===== config.mk =====
export PLATFORM = sky130hd
export DESIGN_NAME = mux_rr_stream
export DESIGN_NICKNAME = d
export VERILOG_FILES = /design/src/rtl/mux_rr_stream.sv
export SDC_FILE = /design/constraint.sdc
export NUM_CORES = 1
export LEC_CHECK = 0
export ABC_AREA = 1
export CORE_MARGIN = 3
export CORE_UTILIZATION = 46
export CTS_BUF_LIST = sky130_fd_sc_hd__clkbuf_4
export DETAILED_ROUTE_END_ITERATION = 12
export GPL_TIMING_DRIVEN = 0
export PLACE_DENSITY = 0.83
export SLEW_MARGIN = 10
export SYNTH_ARGS = -nofsm -noshare
export SYNTH_HDL_FRONTEND = slang
export SYNTH_SLANG_ARGS = --single-unit
export TNS_END_PERCENT = 30

===== constraint.sdc =====
create_clock -name clk -period 3 [get_ports clk]
set_input_delay 0.6 -clock clk [delete_from_list [all_inputs] [get_ports clk]]
set_output_delay 0.6 -clock clk [all_outputs]
set_load 0.05 [all_outputs]

===== src/rtl/mux_rr_stream.sv =====
// Purpose : N-channel valid/ready stream multiplexer, fixed-select or round-robin arbitration.
// Latency : one cycle from input transfer to out_valid/out_data/out_chan.
// Backpressure: single output register; in_ready drops to zero while a word is held and out_ready is low.
module mux_rr_stream #(
    parameter int WIDTH    = 8,
    parameter int CHANNELS = 4,
    parameter int MODE     = 1,
    localparam int SEL_W   = $clog2(CHANNELS)
) (
    input  logic                      clk,
    input  logic                      rst_n,
    input  logic [CHANNELS*WIDTH-1:0] in_data,
    input  logic [CHANNELS-1:0]       in_valid,
    output logic [CHANNELS-1:0]       in_ready,
    input  logic [SEL_W-1:0]          sel,
    output logic [WIDTH-1:0]          out_data,
    output logic [SEL_W-1:0]          out_chan,
    output logic                      out_valid,
    input  logic                      out_ready
);

    // Round-robin search start; only advances in round-robin mode.
    logic [SEL_W-1:0]    ptr;
    logic [SEL_W-1:0]    ptr_nxt;

    logic [CHANNELS-1:0] grant;
    logic                any_grant;
    logic [SEL_W-1:0]    grant_idx;
    logic [WIDTH-1:0]    grant_data;
    logic                load_en;
    logic                take;

    // Output stage can accept a new word when empty or being drained this cycle.
    assign load_en = !out_valid | out_ready;

    // Arbitration: fixed select or first valid channel at/after ptr with wrap-around.
    always_comb begin
        logic             found;
        logic [SEL_W-1:0] idx;
        grant = '0;
        found = 1'b0;
        idx   = '0;
        if (MODE == 0) begin
            if ((int'(sel) < CHANNELS) && in_valid[sel]) begin
                grant[sel] = 1'b1;
            end
        end else begin
            for (int k = 0; k < CHANNELS; k++) begin
                idx = SEL_W'((int'(ptr) + k) % CHANNELS);
                if (!found && in_valid[idx]) begin
                    grant[idx] = 1'b1;
                    found      = 1'b1;
                end
            end
        end
    end

    // One-hot grant to index and AND-OR data select.
    always_comb begin
        grant_idx  = '0;
        grant_data = '0;
        for (int i = 0; i < CHANNELS; i++) begin
            if (grant[i]) begin
                grant_idx  = grant_idx | SEL_W'(i);
                grant_data = grant_data | in_data[i*WIDTH +: WIDTH];
            end
        end
    end

    assign any_grant = |grant;

    // Ready only reaches the granted channel, and never while reset is held.
    assign in_ready = grant & {CHANNELS{load_en & rst_n}};

    // An input transfer happens exactly when the output register loads.
    assign take = load_en & any_grant;

    // Next search start: one past the channel just served.
    always_comb begin
        ptr_nxt = ptr;
        if (MODE != 0 && take) begin
            if (grant_idx == SEL_W'(CHANNELS - 1)) begin
                ptr_nxt = '0;
            end else begin
                ptr_nxt = grant_idx + SEL_W'(1);
            end
        end
    end

    // Round-robin pointer register.
    always_ff @(posedge clk or negedge rst_n) begin
        if (!rst_n) begin
            ptr <= '0;
        end else begin
            ptr <= ptr_nxt;
        end
    end

    // Output valid: refreshed whenever the stage may load, held under backpressure.
    always_ff @(posedge clk or negedge rst_n) begin
        if (!rst_n) begin
            out_valid <= 1'b0;
        end else if (load_en) begin
            out_valid <= any_grant;
        end
    end

    // Output payload: loads only on a transfer, otherwise keeps the last word.
    always_ff @(posedge clk or negedge rst_n) begin
        if (!rst_n) begin
            out_data <= '0;
            out_chan <= '0;
        end else if (take) begin
            out_data <= grant_data;
            out_chan <= grant_idx;
        end
    end

endmodule


==> GITHUB_STEP_SUMMARY <==
## Synthesis and layout report

| Metric | Value |
|---|---|
| Crit end category | `output port` |
| Post-DP Area | `2060 µm²` |
| N_diodes | `0` |
| DR WL/cell | `~12 µm` |
| Total iterations of the first detailed-routing run | `6` |
| Met3 WL post-DR | `181 µm` |
| Placer congestion estimate | `about 0.94` |
| R2r setup slk | `between 600 and 700 ps` |
| Largest net degree at the start of global routing | `15` |
| Core Region | `approximately 2900 µm²` |
| Die H | `between 60 and 70 µm` |
| Crit path DAT | `2270 ps` |
| CP bufs+invs | `4` |
| Setup WS post-layout | `approximately 130 ps` |
| XORs/XNORs by Area | `0%` |
| Dominant comb cell | `simple AND/OR/NAND/NOR gates` |
| Placement Setup Slack | `-464 ps` |
| Kind of cell adding the most delay to the critical path | `buffers and inverters` |
| Crit-path max FO | `9` |
| Total length of routed wires | `between 3000 and 4000 µm` |
| Vias | `between 1000 and 1500` |
| HP Class | `primary input to asynchronous set/reset pin` |
| Simple-Gate Area Share | `56.5%` |
| Fin area | `around 2100 µm²` |
| Number of nets still failing antenna checks after routing | `0` |
| Hold Vio Cnt, Final | `0` |
| Top cell excl fill/tap | `nand2_1` |
| Worst setup startpoint | `ptr[0]` |
| DRT iter0 DRCs | `~91` |
| RSZ-0062 raised after global routing | `yes` |
| Slew Viols, Final | `0` |
| Clock root buffer | `clkbuf_4` |
| Layout Nets | `320` |
| MaxCap Viol Count | `0` |
| Post-CTS Setup Bufs | `0` |
| Placed cell count | `about 310` |
| Total die size | `3900 µm²` |
| Die width | `about 62 µm` |
| Port-buffer cells | `about 53` |
| Share of cells above drive strength 1 | `between 20% and 30%` |
| Seq/Total Area, Yosys | `22.2%` |
| Crit-path most repeated cell | `nand2_2` |
| Status | `completed` |
| Latency at later pin | `roughly 280 ps` |
| TritonCTS clock tree | `done` |
| Max stage delay on crit path | `~370 ps` |
| GR Overflow Total | `0` |
| Crit-path slowest cell | `dfrtp_1` |
| Final non-filler cell total | `around 310` |
| Mux share | `0%` |
| CTS Buffer Depth | `2` |
| I/O Pins | `56` |
| Gr usage total | `between 10% and 20%` |
| Row count | `19` |
| Setup TNS | `0 ps` |
==> registers in the layout, summed over array words and instances, names as in the netlist <==
name and cells:
out_valid 1, ptr 2, out_data 8, out_chan 2
==> final cells by class <==
type / instances / area (µm²) / area share, %
plain buffers: 2 / 31.3 / 1.49
clock buffers: 4 / 30.0 / 1.43
inverters: 34 / 138 / 6.54
multi-input cells: 164 / 991 / 47.1
flip-flops and latches: 13 / 327 / 15.5
well taps: 42 / 52.6 / 2.50
repair buffers: 54 / 534 / 25.4
==> Yosys cell counts (all sizes together) <==
cell,n,share of area [%]
a21oi,1,1.1
a31oi,4,1.7
buf,2,2.1
clkinv,3,0.77
dfrtp,13,22
ha,7,6.0
inv,31,8.6
nand2,118,37
nand3,26,15
nor2,5,4.6
o21ai,3,1.0
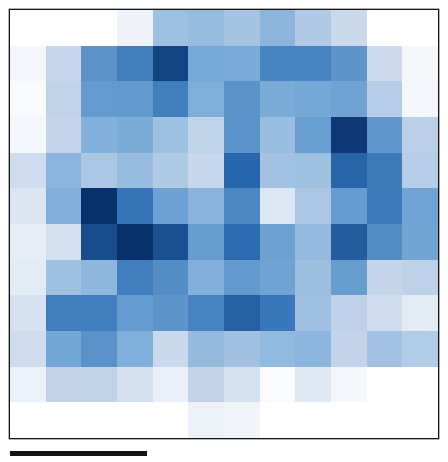
**Above:** wiring heat map.
Scale bar: 20 µm. 12 x 12 tiles, from white (low) to dark blue (high), scaled to the fullest tile. Values are wire area over tile area, all layers added.
The fullest tile reaches 0.39. 35% of the tiles are over half the peak. 12% of the tiles are nearly empty. The mean over all tiles is 0.15. The emptiest ninth of the die: bottom right.

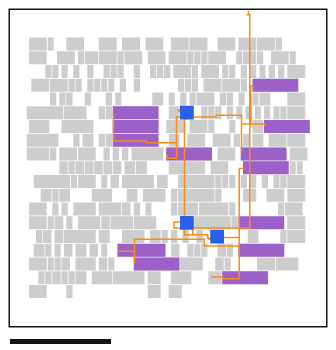
**Above:** clock wires, drivers and flops.
Scale bar: 20 µm.
Orange shows clock wires, length 221 µm. Purple shows flip-flops, count 13. Blue shows clock-net drivers, count 3.
There are 4 routed clock nets.

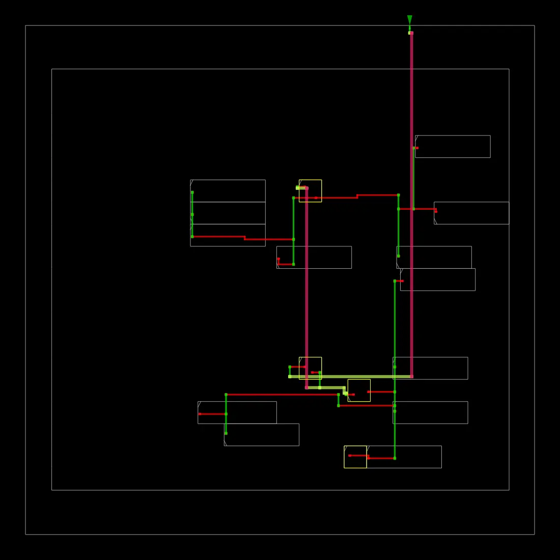
**Above:** clock routing.
flip-flops: 13
Worst Skew: 1.05 ps
CLK BUF: 4
clk sinks: 13

